`src/rtl/fetch_queue_unit_pkg.sv`:
```
// Shared types and constants for the fetch queue unit: instruction field
// positions (bit 0 is the instruction MSB), fetch FSM states, queue entry layout.
package fetch_pkg;

    localparam int INST_W     = 32;
    localparam int PC_W       = 32;   // widest PC carried in a queue entry
    localparam int OPCODE_MSB = 0;
    localparam int OPCODE_LSB = 5;
    localparam int FUNC_MSB   = 26;
    localparam int FUNC_LSB   = 31;

    typedef enum logic [1:0] {
        IDLE = 2'd0,
        REQ  = 2'd1,
        WAIT = 2'd2
    } fetch_state_e;

    typedef struct packed {
        logic [0:INST_W-1] data;
        logic [PC_W-1:0]   pc;
    } fetch_entry_t;

    // Unsigned add that sticks at all-ones instead of wrapping.
    function automatic logic [31:0] satAdd32(input logic [31:0] a, input logic [31:0] b);
        logic [32:0] sum;
        sum = {1'b0, a} + {1'b0, b};
        return sum[32] ? 32'hFFFF_FFFF : sum[31:0];
    endfunction

endpackage

```
`src/rtl/fetch_queue_unit_if.sv`:
```
// Fetch unit bus: instruction-memory request/response, redirect and decode channel.
// master = fetch unit side, slave = memory/pipeline side.
interface fetch_queue_unit_if #(
    parameter int ADDR_W = 32
);
    logic                           imem_req_valid;
    logic                           imem_req_ready;
    logic [ADDR_W-1:0]              imem_req_addr;
    logic                           imem_resp_valid;
    logic [0:fetch_pkg::INST_W-1]   imem_resp_data;
    logic                           redirect_valid;
    logic [ADDR_W-1:0]              redirect_pc;
    logic                           inst_valid;
    logic                           inst_ready;
    logic [0:fetch_pkg::INST_W-1]   inst_data;
    logic [ADDR_W-1:0]              inst_pc;
    logic [ADDR_W-1:0]              PCPlusFour;
    logic [5:0]                     OpCode;
    logic [5:0]                     Function;

    modport master (
        output imem_req_valid, imem_req_addr,
        input  imem_req_ready, imem_resp_valid, imem_resp_data,
        input  redirect_valid, redirect_pc, inst_ready,
        output inst_valid, inst_data, inst_pc, PCPlusFour, OpCode, Function
    );

    modport slave (
        input  imem_req_valid, imem_req_addr,
        output imem_req_ready, imem_resp_valid, imem_resp_data,
        output redirect_valid, redirect_pc, inst_ready,
        input  inst_valid, inst_data, inst_pc, PCPlusFour, OpCode, Function
    );
endinterface

```
`src/rtl/fetch_queue_unit_inst_queue.sv`:
```
// Synchronous FIFO with a registered head word; flush beats push and pop.
// The head register holds its last value while the queue is empty.
module inst_queue #(
    parameter int DEPTH = 4,
    parameter int W     = 32
) (
    input  logic                   clk,
    input  logic                   reset,
    input  logic                   push,
    input  logic [W-1:0]           pushData,
    input  logic                   pop,
    input  logic                   flush,
    output logic [W-1:0]           headData,
    output logic [$clog2(DEPTH):0] count,
    output logic                   full,
    output logic                   empty
);
    localparam int PTR_W = $clog2(DEPTH);
    localparam int CNT_W = PTR_W + 1;

    logic [W-1:0]     mem_r [DEPTH];
    logic [PTR_W-1:0] rdPtr_r, wrPtr_r, rdNext_s;
    logic [CNT_W-1:0] count_r, countNext_s;
    logic [W-1:0]     head_r, headNext_s;
    logic             doPush_s, doPop_s;

    assign full     = (count_r == CNT_W'(DEPTH));
    assign empty    = (count_r == CNT_W'(0));
    assign count    = count_r;
    assign headData = head_r;

    // Next pointers/count and the word that becomes head after this edge.
    always_comb begin
        doPush_s = push && !flush && (!full || pop);
        doPop_s  = pop && !flush && !empty;
        rdNext_s = doPop_s ? (rdPtr_r + PTR_W'(1)) : rdPtr_r;
        if (flush) begin
            countNext_s = CNT_W'(0);
        end else begin
            countNext_s = count_r + CNT_W'(doPush_s) - CNT_W'(doPop_s);
        end
        if (doPush_s && (wrPtr_r == rdNext_s)) begin
            headNext_s = pushData;
        end else begin
            headNext_s = mem_r[rdNext_s];
        end
    end

    // Storage array; contents are only read behind a valid count.
    always_ff @(posedge clk) begin
        if (doPush_s) begin
            mem_r[wrPtr_r] <= pushData;
        end
    end

    // Pointers, occupancy and head register.
    always_ff @(posedge clk) begin
        if (reset) begin
            rdPtr_r <= PTR_W'(0);
            wrPtr_r <= PTR_W'(0);
            count_r <= CNT_W'(0);
            head_r  <= W'(0);
        end else if (flush) begin
            rdPtr_r <= PTR_W'(0);
            wrPtr_r <= PTR_W'(0);
            count_r <= CNT_W'(0);
        end else begin
            if (doPush_s) begin
                wrPtr_r <= wrPtr_r + PTR_W'(1);
            end
            rdPtr_r <= rdNext_s;
            count_r <= countNext_s;
            if (countNext_s != CNT_W'(0)) begin
                head_r <= headNext_s;
            end
        end
    end

endmodule

```
`src/rtl/fetch_queue_unit.sv`:
```
// Instruction fetch with PC ownership, credit-limited memory requests and a decode queue.
// Optional FETCH_PERF_CNT_EN adds saturating fetched/dropped counters.
module fetch_queue_unit
    import fetch_pkg::*;
#(
    parameter int                ADDR_W   = 32,
    parameter int                DEPTH    = 4,
    parameter logic [ADDR_W-1:0] RESET_PC = {ADDR_W{1'b0}}
) (
    input  logic               clk,
    input  logic               reset,
    fetch_queue_unit_if.master bus
`ifdef FETCH_PERF_CNT_EN
    ,
    output logic [31:0]        perf_fetched,
    output logic [31:0]        perf_dropped
`endif
);
    localparam int         CNT_W   = $clog2(DEPTH) + 1;
    localparam logic [1:0] ST_IDLE = IDLE;
    localparam logic [1:0] ST_REQ  = REQ;
    localparam logic [1:0] ST_WAIT = WAIT;

    logic [1:0]        state_r, stateNext_s;
    logic [ADDR_W-1:0] pc_r, pcNext_s, reqAddr_r;
    logic              drop_r, dropNext_s;
    logic              handshake_s, respTaken_s, pushEn_s, popEn_s, discard_s;
    logic              idleCredit_s, respCredit_s;
    logic [CNT_W-1:0]  qCount_s, countAfter_s;
    logic              qFull_s, qEmpty_s;
    fetch_entry_t      pushEntry_s, headEntry_s;

    // Handshakes and credit; a redirect flushes the queue, kills this cycle's response and pop.
    always_comb begin
        handshake_s = (state_r == ST_REQ) && bus.imem_req_ready;
        respTaken_s = (state_r == ST_WAIT) && bus.imem_resp_valid;
        discard_s   = respTaken_s && (drop_r || bus.redirect_valid);
        popEn_s     = !qEmpty_s && bus.inst_ready && !bus.redirect_valid;
        pushEn_s    = respTaken_s && !drop_r && !bus.redirect_valid && (!qFull_s || popEn_s);
        if (bus.redirect_valid) begin
            countAfter_s = CNT_W'(0);
        end else begin
            countAfter_s = qCount_s + CNT_W'(pushEn_s) - CNT_W'(popEn_s);
        end
        idleCredit_s     = (qCount_s < CNT_W'(DEPTH));
        respCredit_s     = (countAfter_s < CNT_W'(DEPTH));
        pushEntry_s.data = bus.imem_resp_data;
        pushEntry_s.pc   = PC_W'(reqAddr_r);
    end

    // Fetch FSM next state, PC and stale-response flag.
    always_comb begin
        stateNext_s = state_r;
        pcNext_s    = pc_r;
        dropNext_s  = drop_r;
        case (state_r)
            ST_IDLE: begin
                if (bus.redirect_valid) begin
                    pcNext_s    = bus.redirect_pc;
                    stateNext_s = ST_REQ;
                end else if (idleCredit_s) begin
                    stateNext_s = ST_REQ;
                end else begin
                    stateNext_s = ST_IDLE;
                end
            end
            ST_REQ: begin
                // An outstanding old-address request is marked stale; PC then already holds the target.
                if (bus.redirect_valid) begin
                    pcNext_s   = bus.redirect_pc;
                    dropNext_s = 1'b1;
                end else if (handshake_s && !drop_r) begin
                    pcNext_s = pc_r + ADDR_W'(32'd4);
                end else begin
                    pcNext_s = pc_r;
                end
                if (handshake_s) begin
                    stateNext_s = ST_WAIT;
                end else begin
                    stateNext_s = ST_REQ;
                end
            end
            ST_WAIT: begin
                if (bus.redirect_valid) begin
                    pcNext_s = bus.redirect_pc;
                end else begin
                    pcNext_s = pc_r;
                end
                if (respTaken_s) begin
                    dropNext_s  = 1'b0;
                    stateNext_s = respCredit_s ? ST_REQ : ST_IDLE;
                end else begin
                    dropNext_s  = drop_r || bus.redirect_valid;
                    stateNext_s = ST_WAIT;
                end
            end
            default: begin
                stateNext_s = ST_IDLE;
                pcNext_s    = pc_r;
                dropNext_s  = 1'b0;
            end
        endcase
    end

    // FSM registers; the request address is captured on entry to REQ and held until accepted.
    always_ff @(posedge clk) begin
        if (reset) begin
            state_r   <= ST_IDLE;
            pc_r      <= RESET_PC;
            reqAddr_r <= RESET_PC;
            drop_r    <= 1'b0;
        end else begin
            state_r <= stateNext_s;
            pc_r    <= pcNext_s;
            drop_r  <= dropNext_s;
            if ((stateNext_s == ST_REQ) && (state_r != ST_REQ)) begin
                reqAddr_r <= pcNext_s;
            end
        end
    end

    inst_queue #(
        .DEPTH (DEPTH),
        .W     ($bits(fetch_entry_t))
    ) uQueue (
        .clk      (clk),
        .reset    (reset),
        .push     (pushEn_s),
        .pushData (pushEntry_s),
        .pop      (popEn_s),
        .flush    (bus.redirect_valid),
        .headData (headEntry_s),
        .count    (qCount_s),
        .full     (qFull_s),
        .empty    (qEmpty_s)
    );

    assign bus.imem_req_valid = (state_r == ST_REQ);
    assign bus.imem_req_addr  = reqAddr_r;
    assign bus.inst_valid     = !qEmpty_s;
    assign bus.inst_data      = headEntry_s.data;
    assign bus.inst_pc        = headEntry_s.pc[ADDR_W-1:0];
    assign bus.PCPlusFour     = headEntry_s.pc[ADDR_W-1:0] + ADDR_W'(32'd4);
    assign bus.OpCode         = headEntry_s.data[OPCODE_MSB:OPCODE_LSB];
    assign bus.Function       = headEntry_s.data[FUNC_MSB:FUNC_LSB];

`ifdef FETCH_PERF_CNT_EN
    logic [31:0] dropInc_s;

    // Dropped work this cycle: a discarded response plus every entry a redirect flushes.
    always_comb begin
        if (bus.redirect_valid) begin
            dropInc_s = 32'(discard_s) + 32'(qCount_s);
        end else begin
            dropInc_s = 32'(discard_s);
        end
    end

    // Saturating performance counters.
    always_ff @(posedge clk) begin
        if (reset) begin
            perf_fetched <= 32'd0;
            perf_dropped <= 32'd0;
        end else begin
            perf_fetched <= satAdd32(perf_fetched, 32'(pushEn_s));
            perf_dropped <= satAdd32(perf_dropped, dropInc_s);
        end
    end
`else
    logic unusedDiscard_s;
    assign unusedDiscard_s = discard_s;
`endif

endmodule

```
`src/flat_wrapper.sv`:
```
// flat-port wrapper written by rule: the top's interface ports become plain ports
module fetch_queue_unit_flat import fetch_pkg::*;
#(
    parameter int                ADDR_W   = 32,
    parameter int                DEPTH    = 4,
    parameter logic [ADDR_W-1:0] RESET_PC = {ADDR_W{1'b0}}
)
  (clk, reset, bus_imem_req_valid, bus_imem_req_addr, bus_imem_req_ready, bus_imem_resp_valid, bus_imem_resp_data, bus_redirect_valid, bus_redirect_pc, bus_inst_ready, bus_inst_valid, bus_inst_data, bus_inst_pc, bus_PCPlusFour, bus_OpCode, bus_Function);
  fetch_queue_unit_if #(.ADDR_W(ADDR_W)) bus_i ();
  input  logic clk;
  input  logic reset;
  output wire logic [$bits(bus_i.imem_req_valid)-1:0] bus_imem_req_valid;
  output wire logic [$bits(bus_i.imem_req_addr)-1:0] bus_imem_req_addr;
  input wire logic [$bits(bus_i.imem_req_ready)-1:0] bus_imem_req_ready;
  input wire logic [$bits(bus_i.imem_resp_valid)-1:0] bus_imem_resp_valid;
  input wire logic [$bits(bus_i.imem_resp_data)-1:0] bus_imem_resp_data;
  input wire logic [$bits(bus_i.redirect_valid)-1:0] bus_redirect_valid;
  input wire logic [$bits(bus_i.redirect_pc)-1:0] bus_redirect_pc;
  input wire logic [$bits(bus_i.inst_ready)-1:0] bus_inst_ready;
  output wire logic [$bits(bus_i.inst_valid)-1:0] bus_inst_valid;
  output wire logic [$bits(bus_i.inst_data)-1:0] bus_inst_data;
  output wire logic [$bits(bus_i.inst_pc)-1:0] bus_inst_pc;
  output wire logic [$bits(bus_i.PCPlusFour)-1:0] bus_PCPlusFour;
  output wire logic [$bits(bus_i.OpCode)-1:0] bus_OpCode;
  output wire logic [$bits(bus_i.Function)-1:0] bus_Function;
  assign bus_imem_req_valid = bus_i.imem_req_valid;
  assign bus_imem_req_addr = bus_i.imem_req_addr;
  assign bus_i.imem_req_ready = bus_imem_req_ready;
  assign bus_i.imem_resp_valid = bus_imem_resp_valid;
  assign bus_i.imem_resp_data = bus_imem_resp_data;
  assign bus_i.redirect_valid = bus_redirect_valid;
  assign bus_i.redirect_pc = bus_redirect_pc;
  assign bus_i.inst_ready = bus_inst_ready;
  assign bus_inst_valid = bus_i.inst_valid;
  assign bus_inst_data = bus_i.inst_data;
  assign bus_inst_pc = bus_i.inst_pc;
  assign bus_PCPlusFour = bus_i.PCPlusFour;
  assign bus_OpCode = bus_i.OpCode;
  assign bus_Function = bus_i.Function;
  fetch_queue_unit #(.ADDR_W(ADDR_W), .DEPTH(DEPTH), .RESET_PC(RESET_PC)) u_core (.clk(clk), .reset(reset), .bus(bus_i));
endmodule
```
`config.mk`:
```
export PLATFORM = sky130hd
export DESIGN_NAME = fetch_queue_unit_flat
export DESIGN_NICKNAME = d
export VERILOG_FILES = /design/src/rtl/fetch_queue_unit_pkg.sv /design/src/rtl/fetch_queue_unit_if.sv /design/src/rtl/fetch_queue_unit_inst_queue.sv /design/src/rtl/fetch_queue_unit.sv /design/src/flat_wrapper.sv
export SDC_FILE = /design/constraint.sdc
export NUM_CORES = 1
export LEC_CHECK = 0
export CAP_MARGIN = 20
export CORE_MARGIN = 8
export CORE_UTILIZATION = 50
export CTS_CLUSTER_SIZE = 24
export DETAILED_ROUTE_END_ITERATION = 8
export DONT_BUFFER_PORTS = 1
export PLACE_DENSITY = 0.71
export SYNTH_ARGS = -nofsm -noshare
export SYNTH_HDL_FRONTEND = slang
export SYNTH_HIERARCHICAL = 1
export SYNTH_SLANG_ARGS = --single-unit
export TNS_END_PERCENT = 50
```
`constraint.sdc`:
```
create_clock -name clk -period 7.2 [get_ports clk]
set_clock_uncertainty 0.05 [all_clocks]
set_input_delay 1.44 -clock clk [delete_from_list [all_inputs] [get_ports clk]]
set_output_delay 1.44 -clock clk [all_outputs]
set_load 0.005 [all_outputs]
```
Run 1, routing congestion map:
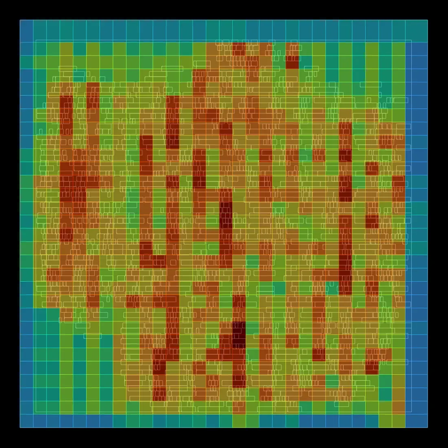
M2 GR Usage: 38.73%
drt wl/cell: 22.25 um
Post-Route Utilization: 55.05%
M3 GR Usage: 5.398%

Run 1, signal wires on met2:
The bar under the picture is 50 um long. Cells faint in the background.
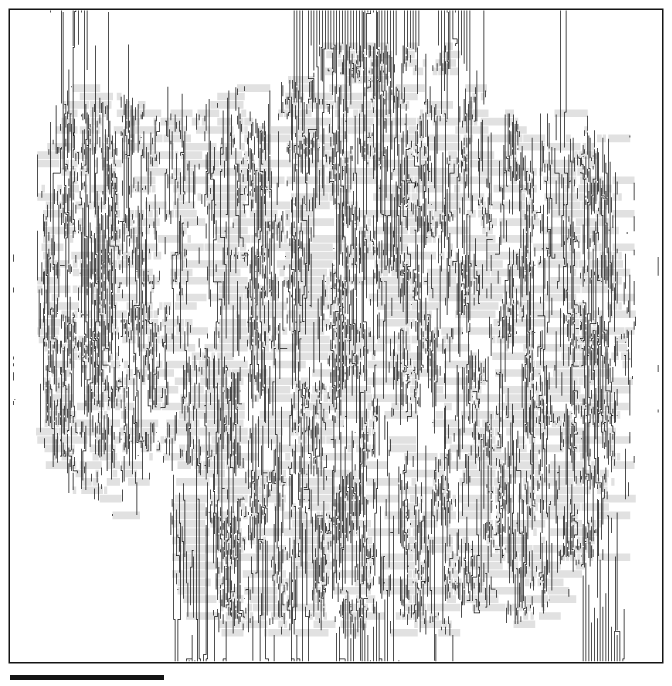
The wires run mostly vertical. 1613 nets have wire on it.

==> flow_summary.json, run 1 <==
{
  "outcome": "complete, no violations",
  "fin_area_um2": 20730,
  "clock-root-buffer": "clkbuf_16",
  "ios": 212,
  "grt_max_degree": 111,
  "rrSetupSlack_ns": 1.36,
  "drt_iter0_markers": 1650,
  "cts_buffers": 43,
  "powerDensity_nw_per_um2": 241.7,
  "ys_area_um2": 19140,
  "drive_above_1_share_pct": 6.036,
  "yosysSeqAreaShare_pct": 54.58,
  "avgSynthCellArea_um2": 9.454,
  "adder_share_pct": 1.020,
  "drv_slew": 0,
  "syn_nets": 2110,
  "path_clk_slew_ns": 0.06,
  "ys_top_logic_family": "AND-OR/OR-AND gates",
  "top_usage_layer": "met2",
  "worst_hold_path_type": "reg -> reg",
  "end_kind": "register",
  "clkLatencyLatePin_ns": 0.54,
  "muxShareOfSynthArea_pct": 0.1634,
  "power_leakage_nw": 7.149,
  "synth.area.top_cells": "edfxtp_1 40%, dfxtp_1 14%, nand2_1 9.6%, a21oi_1 4.1%, a211oi_1 3.3%",
  "rsz0062_at_grt": "no",
  "crit_type": "reg -> reg"
}
Run 1, cell sizes after repair:
The bar under the picture is 50 um long.
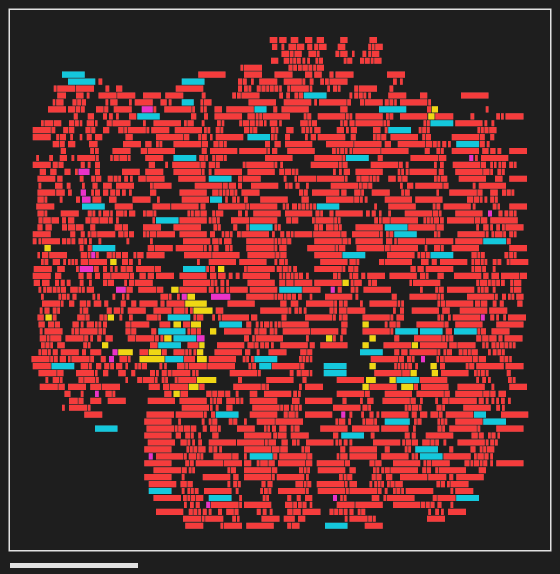
Key: drive 2 = magenta [cells 22, share 1.1%, most used clkinv_2]; drive 6 and up = cyan [cells 57, share 2.9%, most used clkbuf_16]; drive 3 to 4 = yellow [cells 39, share 2.0%, most used buf_4]; drive 1 or less = red [cells 1837, share 94%, most used nand2_1]

-- run 1: cells in the final DEF (no fill, tap or decap), types with 6 or more instances in the layout --
| cell | n |
|---|---|
| nor2_1 | 87 |
| nand2_1 | 488 |
| nor4_1 | 9 |
| o22ai_1 | 7 |
| clkinv_2 | 11 |
| a211oi_1 | 85 |
| inv_1 | 25 |
| a22oi_1 | 9 |
| nor3_1 | 25 |
| nor3b_1 | 6 |
| a311oi_1 | 8 |
| edfxtp_1 | 256 |
| a21o_1 | 6 |
| nand2b_1 | 15 |
| a2111oi_0 | 62 |
| dfxtp_1 | 136 |
| clkbuf_16 | 47 |
| ha_1 | 14 |
| a21oi_1 | 155 |
| xor2_1 | 11 |
| nand4_1 | 21 |
| buf_4 | 20 |
| xnor2_1 | 30 |
| and3_1 | 73 |
| o21ai_0 | 81 |
| nand3_1 | 24 |
| nor2b_1 | 7 |
| o21ai_1 | 60 |
| and4_1 | 6 |
| a31oi_1 | 67 |
-- run 1: power by group --
group | switching [mW] | internal [mW] | leakage, nW
clock | 0.878 | 1.34 | 0.715
sequential | 0.107 | 2.48 | 3.47
combinational | 0.136 | 0.0761 | 2.96
-- run 1: layout make-up --
class                   count  area, um2
flip-flops and latches    394      10460
multi-input cells        1435       7909
fillers                  3311      16930
diodes                      1      2.502
inverters                  26      100.1
clock inverters            22      186.4
repair buffers             21      177.7
well taps                 511      639.4
clock buffers              57       1264
-- run 1: critical path: stages, from the launching register on --
cell,delay (ns)
dfxtp_1,0.47
or3_4,0.75
inv_1,0.19
nand2b_1,0.24
nor2_1,0.23
nor2b_4,0.27
nand2_8,0.37
inv_4,0.17
ha_1,0.24
inv_1,0.05
ha_1,0.13
inv_1,0.05
fa_1,0.37
xor2_1,0.17
xnor2_1,0.37
a31oi_1,0.22
nor2_4,0.59
buf_4,0.58
nand2_1,0.12
o21ai_1,0.09
-- run 1: cell usage after synthesis (8+ instances only) --
cell type,instances
and3_1,73
o21ai_0,81
a211oi_1,85
xor2_1,11
xnor2_1,30
nand3_1,24
buf_4,16
edfxtp_1,256
nor2_1,89
a2111oi_0,62
nand2_1,488
inv_1,25
clkbuf_1,128
a21oi_1,155
a311oi_1,8
a22oi_1,9
nor4_1,9
ha_1,14
a31oi_1,68
dfxtp_1,138
buf_1,8
buf_2,11
o21ai_1,60
nor3_1,25
nor2b_1,9
nand2b_1,15
nand4_1,21
-- run 1: through the flow --
stage | hold WS [ns] | power, mW
final | 0.4160 | 5.012
after global routing | 0.4352 | 5.176
after CTS | 0.4229 | 5.046
after detailed placement | 0.4150 | 2.838
after global placement | 0.4111 | 2.830
after floorplan | 0.3929 | 2.749
-- run 1: how the worst min path moves through the flow --
stage                     cells past startpoint                                 endpoint  slack, ns
after floorplan                               2  u_core/uQueue/headData[38]$_SDFFE_PP0P_       0.39
after global placement                        2  u_core/uQueue/headData[39]$_SDFFE_PP0P_       0.41
after detailed placement                      2  u_core/uQueue/headData[55]$_SDFFE_PP0P_       0.42
after CTS                                     2  u_core/uQueue/headData[55]$_SDFFE_PP0P_       0.42
after global routing                          2  u_core/uQueue/headData[47]$_SDFFE_PP0P_       0.44
final                                         2  u_core/uQueue/headData[47]$_SDFFE_PP0P_       0.42
## Run 2: what changed since run 1
--- a/config.mk
+++ b/config.mk
@@ -11,7 +11,7 @@
 export CTS_CLUSTER_SIZE = 24
 export DETAILED_ROUTE_END_ITERATION = 8
 export DONT_BUFFER_PORTS = 1
-export PLACE_DENSITY = 0.71
+export PLACE_DENSITY = 0.74
 export SYNTH_ARGS = -nofsm -noshare
 export SYNTH_HDL_FRONTEND = slang
 export SYNTH_HIERARCHICAL = 1
==> constraint.sdc (replaced) <==
create_clock -name clk -period 4.84 [get_ports clk]
set_clock_uncertainty 0.05 [all_clocks]
set_input_delay 0.968 -clock clk [delete_from_list [all_inputs] [get_ports clk]]
set_output_delay 0.968 -clock clk [all_outputs]
set_load 0.005 [all_outputs]
Run 2, cell sizes after repair:
The bar under the picture is 50 um long.
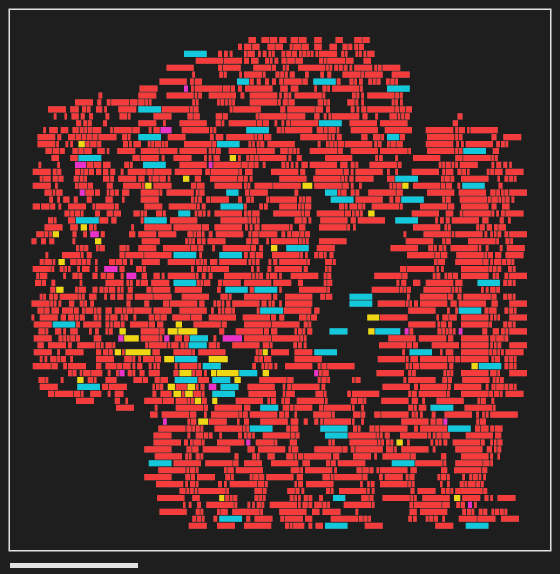
Key: drive 2 = magenta [cells 20, share 1.0%, most used clkinv_2]; drive 1 or less = red [cells 1835, share 94%, most used nand2_1]; drive 6 and up = cyan [cells 63, share 3.2%, most used clkbuf_16]; drive 3 to 4 = yellow [cells 42, share 2.1%, most used buf_4]
Area Growth Syn to Fin: 8.790%
Final WS setup: 0.5368 ns
non-clock buffer instance count of the final layout: 27
fin area: 20830 um2

Run 2, layout detail:
The bar under the picture is 10 um long. Window x 86 to 126, y 44 to 84 um. Cells in gray, sequential cells in the stronger gray; small squares are vias.
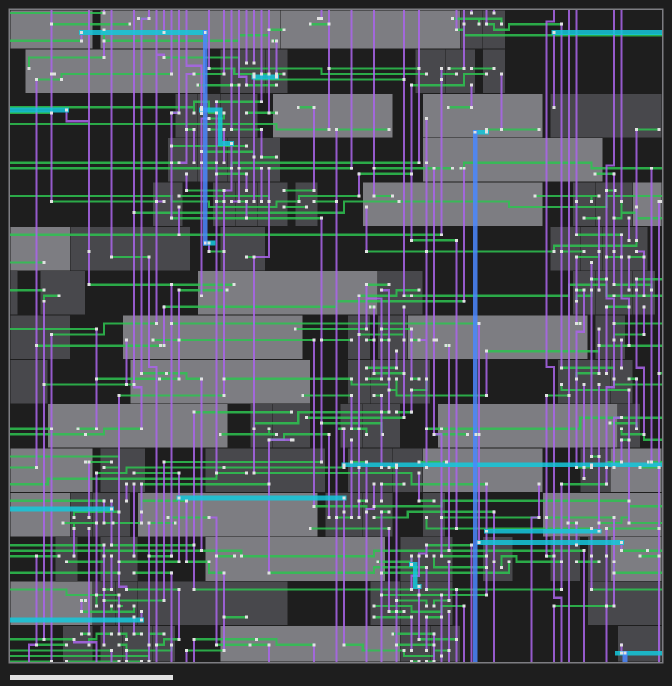
Key: met1 = green; met2 = purple; met3 = cyan; met4 = blue
90 logic cells have their middle in the window. Sequential cells in the window: 19. Most frequent: nand2_1 (27), edfxtp_1 (14), o21ai_0 (8). Netlist names of flops here include u_core/uQueue/mem_r (14), u_core/uQueue/headData (4).

==> run 2 against run 1 <==
Worst setup slack lost 0.82 ns. Non-clock buffer count increased by 6. Critical endpoint is now u_core/uQueue/headData[23]$_SDFFE_PP0P_. Via count rose by 1.5%. Sequential share of layout area is 0.23 points lower. First-iteration DRC count decreased by 2.1%. Combinational power grew 51%. Register-to-register slack lost 0.82 ns. Critical path depth stayed put. Hold slack worse by 0.00060 ns.
==> flow_summary.json, run 2 <==
{
  "syn_nets": 2110,
  "worst_hold_path_type": "reg -> reg",
  "synth_top_area_share_pct": 40.15,
  "rr_endpoint": "u_core/uQueue/headData[23]$_SDFFE_PP0P_",
  "drive_above_1_share_pct": 6.378,
  "row_count": 71,
  "cp.required_ns": 5.27,
  "final_core_util_pct": 55.30,
  "finalSetupViolCount": 0,
  "reg2reg_depth": 19,
  "end_kind": "register",
  "grt_pass1_wl_mm": 85.02,
  "most-common-layout-cells": "488 x nand2_1, 256 x edfxtp_1, 155 x a21oi_1",
  "clkLatencyLatePin_ns": 0.56,
  "regArea_um2": 10460,
  "yosysSeqAreaShare_pct": 54.58,
  "place_ws_ns": 0.4816,
  "power_leakage_nw": 7.192,
  "powerDensity_nw_per_um2": 356.2,
  "antenna_cells": 0,
  "ios": 212,
  "crit_type": "reg -> reg",
  "ys_area_um2": 19140,
  "drv_slew": 0,
  "rsz0062_at_grt": "no",
  "wire_per_inst_um": 22.74,
  "drt_iter0_markers": 1615,
  "fillers": 3251,
  "cp-start-kind": "register",
  "avgSynthCellArea_um2": 9.454,
  "synth.area.top_cells": "edfxtp_1 40%, dfxtp_1 14%, nand2_1 9.6%, a21oi_1 4.1%, a211oi_1 3.3%",
  "clock-root-buffer": "clkbuf_16",
  "synth.most_common_cell": "nand2_1",
  "whs_ns": 0.4154,
  "outcome": "complete, no violations",
  "final-comb-area_um2": 7909,
  "path_clk_slew_ns": 0.07,
  "cts_buffers": 42,
  "lay_top_count": "nand2_1",
  "common_cells": "488 x nand2_1, 256 x edfxtp_1, 155 x a21oi_1",
  "rrSetupSlack_ns": 0.54,
  "grt_max_degree": 196,
  "ys.flop_type": "edfxtp_1"
}
run 2: cell counts after synthesis:
No cell type changed its count.
run 2: logic make-up after synthesis:
family                     Yosys count  share of synthesized area, %
xor gates and xnor gates            41                         1.876
AOI/OAI and AO/OA                  583                         19.44
buffers and inverters              196                         4.503
and+or+nand+nor                    793                         18.42
DFF                                394                         54.58
muxes                                3                        0.1634
adders and majority gates           15                         1.020
run 2: worst min path at each step:
| stage | startpoint | end | depth (start not counted) |
|---|---|---|---|
| after floorplan | u_core/uQueue/headData[38]$_SDFFE_PP0P_ | u_core/uQueue/headData[38]$_SDFFE_PP0P_ | 2 |
| after global placement | u_core/uQueue/headData[40]$_SDFFE_PP0P_ | u_core/uQueue/headData[40]$_SDFFE_PP0P_ | 2 |
| after detailed placement | u_core/uQueue/headData[40]$_SDFFE_PP0P_ | u_core/uQueue/headData[40]$_SDFFE_PP0P_ | 2 |
| after CTS | reset | u_core/bus.imem_req_addr[2]$_SDFFE_PP0P_ | 1 |
| after global routing | reset | u_core/pc_r[8]$_SDFF_PP0_ | 1 |
| final | u_core/uQueue/headData[47]$_SDFFE_PP0P_ | u_core/uQueue/headData[47]$_SDFFE_PP0P_ | 2 |
run 2: worst max-delay path: stages (launching register included):
cell and delay [ns]:
dfxtp_1 0.48, or3_4 0.19, inv_1 0.06, nand2b_1 0.19, nor2_1 0.24, nor2b_4 0.29
nand2_8 0.08, inv_4 0.31, ha_1 0.30, inv_1 0.07, ha_1 0.15, inv_1 0.05
fa_1 0.37, xor2_1 0.16, xnor2_1 0.33, a31oi_1 0.20, nor2_4 0.14, buf_12 0.32
nand2_1 0.11, o21ai_1 0.09
run 2: power by group:
part	internal, mW	switching, mW
logic	0.117	0.203
clock network	1.91	1.35
registers	3.68	0.158
total	5.71	1.71
run 2: final cells by class:
cell class | count | area share [%]
Inverter | 26 | 0.4806
Multi-Input combinational cell | 1435 | 37.97
Clock buffer | 58 | 6.134
Tap cell | 511 | 3.070
Timing Repair Buffer | 27 | 1.490
Clock inverter | 20 | 0.6548
Sequential cell | 394 | 50.20
run 2: metrics by stage:
stage	power, mW	cells
final	7.418	2471
after CTS	7.449	2470
after floorplan	4.090	2025
after detailed placement	4.224	2392
after global routing	7.633	2471
after global placement	4.212	2392
run 2: routing by layer:
layer / share of wire (%) / GRT usage, %
met1: 39 / 29.72
met2: 47 / 39.42
met3: 10 / 5.738
met4: 3.5 / 10.52
met5: 0 / 0
Power figures rest on the tool's default switching activity, not on a simulated workload.
